**src/rtl/mshr_replay_queue_p.sv**
```systemverilog
// rtl/mshr_replay_queue_p.sv - parametrised MSHR replay queue with flow/pipe modes, flush, almost-full and high-water mark
//
// Ports:
//   clk, reset        clock; synchronous active-high reset
//   enq_valid/ready   producer handshake, enq_bits is the packed request
//   deq_valid/ready   consumer handshake, deq_bits is the head request
//   flush             discard all entries (next cycle the queue is empty)
//   count             current occupancy 0..DEPTH
//   almost_full       count >= AF_THRESH
//   hwm               maximum occupancy since reset or last hwm_clear
//   hwm_clear         reload hwm with the post-update occupancy
module mshr_replay_queue_p #(
    parameter int DATA_W    = 64,
    parameter int DEPTH     = 16,
    parameter int FLOW      = 0,
    parameter int PIPE      = 0,
    parameter int AF_THRESH = 12,
    localparam int AW       = $clog2(DEPTH),
    localparam int CW       = AW + 1
) (
    input  logic              clk,
    input  logic              reset,
    input  logic              enq_valid,
    output logic              enq_ready,
    input  logic [DATA_W-1:0] enq_bits,
    output logic              deq_valid,
    input  logic              deq_ready,
    output logic [DATA_W-1:0] deq_bits,
    input  logic              flush,
    output logic [CW-1:0]     count,
    output logic              almost_full,
    output logic [CW-1:0]     hwm,
    input  logic              hwm_clear
);

    localparam bit             FLOW_EN = (FLOW != 0);
    localparam bit             PIPE_EN = (PIPE != 0);
    localparam logic [AW-1:0]  PTR_ONE = AW'(1);
    localparam logic [CW-1:0]  AF_LVL  = CW'(AF_THRESH);

    if (DEPTH < 2 || (DEPTH & (DEPTH - 1)) != 0) begin : g_bad_depth
        $error("mshr_replay_queue_p: DEPTH must be a power of 2 and >= 2");
    end
    if (AF_THRESH < 1 || AF_THRESH > DEPTH) begin : g_bad_af
        $error("mshr_replay_queue_p: AF_THRESH must lie in 1..DEPTH");
    end

    // Payload storage is deliberately left unreset; only pointers define validity.
    logic [DATA_W-1:0] mem_q [DEPTH];

    logic [AW-1:0] wp_q, wp_d;
    logic [AW-1:0] rp_q, rp_d;
    logic          mf_q, mf_d;
    logic [CW-1:0] hwm_q, hwm_d;

    logic          ptr_match, empty, full;
    logic          do_enq, do_deq, flow_thru, wr_en, rd_adv;
    logic [AW-1:0] diff, diff_d;
    logic          full_d;
    logic [CW-1:0] count_next;

    assign ptr_match = (wp_q == rp_q);
    assign empty     = ptr_match & ~mf_q;
    assign full      = ptr_match &  mf_q;
    assign diff      = wp_q - rp_q;

    always_comb begin
        enq_ready   = 1'b0;
        deq_valid   = 1'b0;
        deq_bits    = mem_q[rp_q];
        count       = {full, diff};
        almost_full = (count >= AF_LVL);
        hwm         = hwm_q;

        if (!reset && !flush) begin
            // deq_ready only reaches enq_ready in PIPE mode, and only when full.
            enq_ready = ~full | (PIPE_EN & full & deq_ready);
            deq_valid = ~empty | (FLOW_EN & empty & enq_valid);
        end
        if (FLOW_EN && empty) begin
            deq_bits = enq_bits;
        end
    end

    assign do_enq    = enq_valid & enq_ready;
    assign do_deq    = deq_valid & deq_ready;
    // In flow mode an element entering and leaving an empty queue never touches storage.
    assign flow_thru = FLOW_EN & empty & do_enq & do_deq;
    assign wr_en     = do_enq & ~flow_thru;
    assign rd_adv    = do_deq & ~flow_thru;

    always_comb begin
        wp_d = wp_q;
        rp_d = rp_q;
        mf_d = mf_q;
        if (reset || flush) begin
            wp_d = '0;
            rp_d = '0;
            mf_d = 1'b0;
        end else begin
            if (wr_en) begin
                wp_d = wp_q + PTR_ONE;
            end
            if (rd_adv) begin
                rp_d = rp_q + PTR_ONE;
            end
            // Equal-pointer ambiguity is resolved by remembering which side moved last.
            if (wr_en != rd_adv) begin
                mf_d = wr_en;
            end
        end
    end

    assign diff_d     = wp_d - rp_d;
    assign full_d     = (wp_d == rp_d) & mf_d;
    assign count_next = {full_d, diff_d};

    always_comb begin
        hwm_d = hwm_q;
        if (reset) begin
            hwm_d = '0;
        end else if (hwm_clear) begin
            hwm_d = count_next;
        end else if (count_next > hwm_q) begin
            hwm_d = count_next;
        end
    end

    always_ff @(posedge clk) begin
        wp_q  <= wp_d;
        rp_q  <= rp_d;
        mf_q  <= mf_d;
        hwm_q <= hwm_d;
    end

    always_ff @(posedge clk) begin
        if (wr_en && !reset && !flush) begin
            mem_q[wp_q] <= enq_bits;
        end
    end

endmodule

```
**config.mk**
```make
export PLATFORM = sky130hd
export DESIGN_NAME = mshr_replay_queue_p
export DESIGN_NICKNAME = d
export VERILOG_FILES = /design/src/rtl/mshr_replay_queue_p.sv
export SDC_FILE = /design/constraint.sdc
export NUM_CORES = 1
export LEC_CHECK = 0
export CAP_MARGIN = 25
export CORE_ASPECT_RATIO = 1.25
export CORE_MARGIN = 10
export CORE_UTILIZATION = 55
export DETAILED_ROUTE_END_ITERATION = 12
export PLACE_DENSITY = 0.87
export SYNTH_ARGS = -nofsm -noshare
export SYNTH_HDL_FRONTEND = slang
export SYNTH_SLANG_ARGS = --single-unit
```
**constraint.sdc**
```tcl
create_clock -name clk -period 4.36 [get_ports clk]
set_input_delay 0.654 -clock clk [delete_from_list [all_inputs] [get_ports clk]]
set_output_delay 0.654 -clock clk [all_outputs]
set_load 0.02 [all_outputs]
```
### Routing congestion map

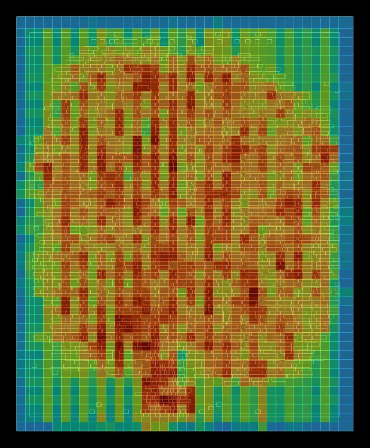
grt met1 use: 0.285
met2 GRT Util: 0.414

### Wire density map

The bar under the picture is 100 µm long. The die is cut into 26 by 32 equal tiles; dark blue is low, red is high, scaled to the fullest tile. Values are wire area over tile area, all layers added.
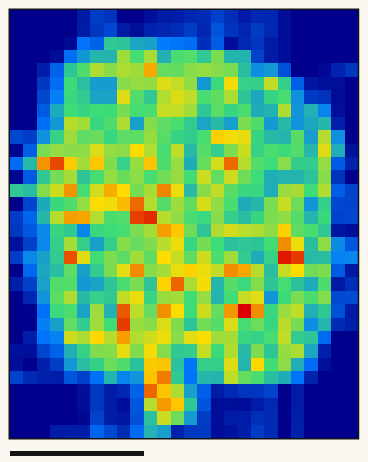
nearly empty tiles: 14%
tiles over half the peak: 39%
densest ninth of the die: middle

==> metrics.csv <==
stage;metric;value;unit
status;run_status;finished, final reports clean;
critical_path;worstPathMaxFanout;56;
final_layout;num_antenna_cells;2;
final_layout;seq_share;0.678;
critical_path;end_kind;output pin;
final_layout;n_fill_cell;4335;
yosys;synth.avg_cell_area;25.2;µm²
drt;vias;18296;
critical_path;crit_path_start_kind;flop;
yosys;synth-edff-count;1024;
drt;drcViolationCount;0;
drt;detail_route.first_pass.iterations;5;
yosys;yosys_warnings;0;
yosys;ys_cells;1570;
yosys;synthAdderAreaFrac;0.00608;
run;drv_cap;0;
yosys;synth_top_cell_by_count;edfxtp_1;
power_and_ir_drop;finalPower;0.0200;W
clock_network;cts.clk_slew.worst_paths;70;ps
timing;maxSlewHeadroom;0.291;
critical_path;reg2regPathDepth;17;
clock_network;insertion_delay;680;ps
run;tool_warnings;33;
timing;rsz0062_at_grt;no;
floorplan;fp.dieH;320;µm
grt;antenna_found_initial;10;
drt;vias_per_cell;6.49;
yosys;synth_nets;1658;
drt;wirelength;96400;µm
grt;grt_max_degree;162;
yosys;synth_area;39500;µm²
floorplan;row_count;109;
timing;tightest_slew;1060;ps
power_and_ir_drop;ir_drop;0.336;mV
final_layout;sh_comb_area;0.178;
yosys;mux_share;0.183;
final_layout;inverters;20;
final_layout;drive_gt1_frac;0.291;
floorplan;die-area;83000;µm²
min_path;hold_depth;2;
place;port_buffers;146;
clock_network;cts_root_buf;clkbuf_16;
yosys;synthAoiAreaFrac;0.00475;
yosys;xor_area_frac;0.00219;
yosys;ys_types;45;
grt;grt_pass1_wl;140000;µm
yosys;top_cells_by_area;edfxtp_1, mux4_2, dfxtp_1;
drt;final_antenna_net_count;0;
critical_path;crit_type;reg2out;
final_layout;mostFrequentLayoutCell;edfxtp_1;
yosys;ys.flops;1038;
drt;drtIter0Drc;2461;
timing;hold_viol;0;
final_layout;n_all_buffers;201;
power_and_ir_drop;p_leak;14.0;nW
clock_network;cts_sinks;1038;
yosys;synthTopLogicFamily;multiplexers;
final_layout;flop-count;1038;
clock_network;clockBufferDepth;3;
timing;finalSetupViolCount;0;
yosys;ys_seq_frac;0.785;
yosys;async_flop_share;0;
floorplan;fp-utilization;0.557;
final_layout;final_cell_mix;edfxtp_1, mux4_2, clkdlybuf4s50_1;
final_layout;clk_share;0.0669;
timing;drv_slew;0;
final_layout;syn2layout_area_growth;15.9;%
place;hpwl;47700;µm
clock_network;h-tree-depth;3;
power_and_ir_drop;powerDensity;436;nW/µm²
timing;whs;536;ps
timing;clock_skew;26.1;ps
grt;grt_overflow;0;
yosys;ys_sh_simple;0.00833;
## where the power goes
group	internal, W	switching, W	total [W]
logic	0.000301	0.000370	0.000671
clock network	0.00460	0.00369	0.00828
registers	0.0110	0.0000151	0.0110
## repair_timing
item                       CTS  global route
cloned                       1             1
hold buffers                 0             0
resized                      6             5
buffers inserted             0             0
setup endpoints to repair   51             8
## cell families after synthesis
| kind of cell | count (synthesis) |
|---|---|
| compound gates | 25 |
| xor+xnor | 9 |
| fa+ha+maj | 18 |
| buf+inv | 94 |
| flops | 1038 |
| mux | 324 |
| simple gates | 62 |
## registers in the layout (all words and copies together), names as in the netlist
name / cells
mem_q: 1024
mf_q: 1
rp_q: 4
wp_q: 4
hwm: 5
## worst paths after layout
kind | slack (ps) | startpoint | end
setup / recovery | 110 | rp_q[1] | deq_bits[51]
hold / removal | 540 | hwm[0] | hwm[0]
setup reg to reg | 290 | rp_q[2] | hwm[0]
hold reg to reg | 540 | hwm[0] | hwm[0]
## through the flow
step / area (µm²) / std cells / util / TNS (ps) / setup WS, ps
2_1_floorplan: 39500 / 1570 / - / 0 / 51.7
3_3_place_gp: 42600 / 2637 / 0.600 / 0 / 262
3_5_place_dp: 42600 / 2638 / 0.601 / -14.8 / -14.8
4_1_cts: 45700 / 2814 / 0.645 / 0 / 16.1
5_1_grt: 45800 / 2817 / 0.646 / 0 / 48.5
6_report: 45800 / 2817 / 0.646 / 0 / 115
## routing by layer
metal  part of all wire  track usage
met5            0.00074            0
met4              0.037        0.101
met3              0.074       0.0357
met2               0.55        0.414
met1               0.34        0.285
## critical path, cell delays in order, from the launching register on
cell	delay (ps)
dfxtp_4	370
buf_6	410
buf_8	480
mux4_2	430
mux4_2	570
clkdlybuf4s50_1	580
No activity file was given, so power comes from the tool's default toggle rates.
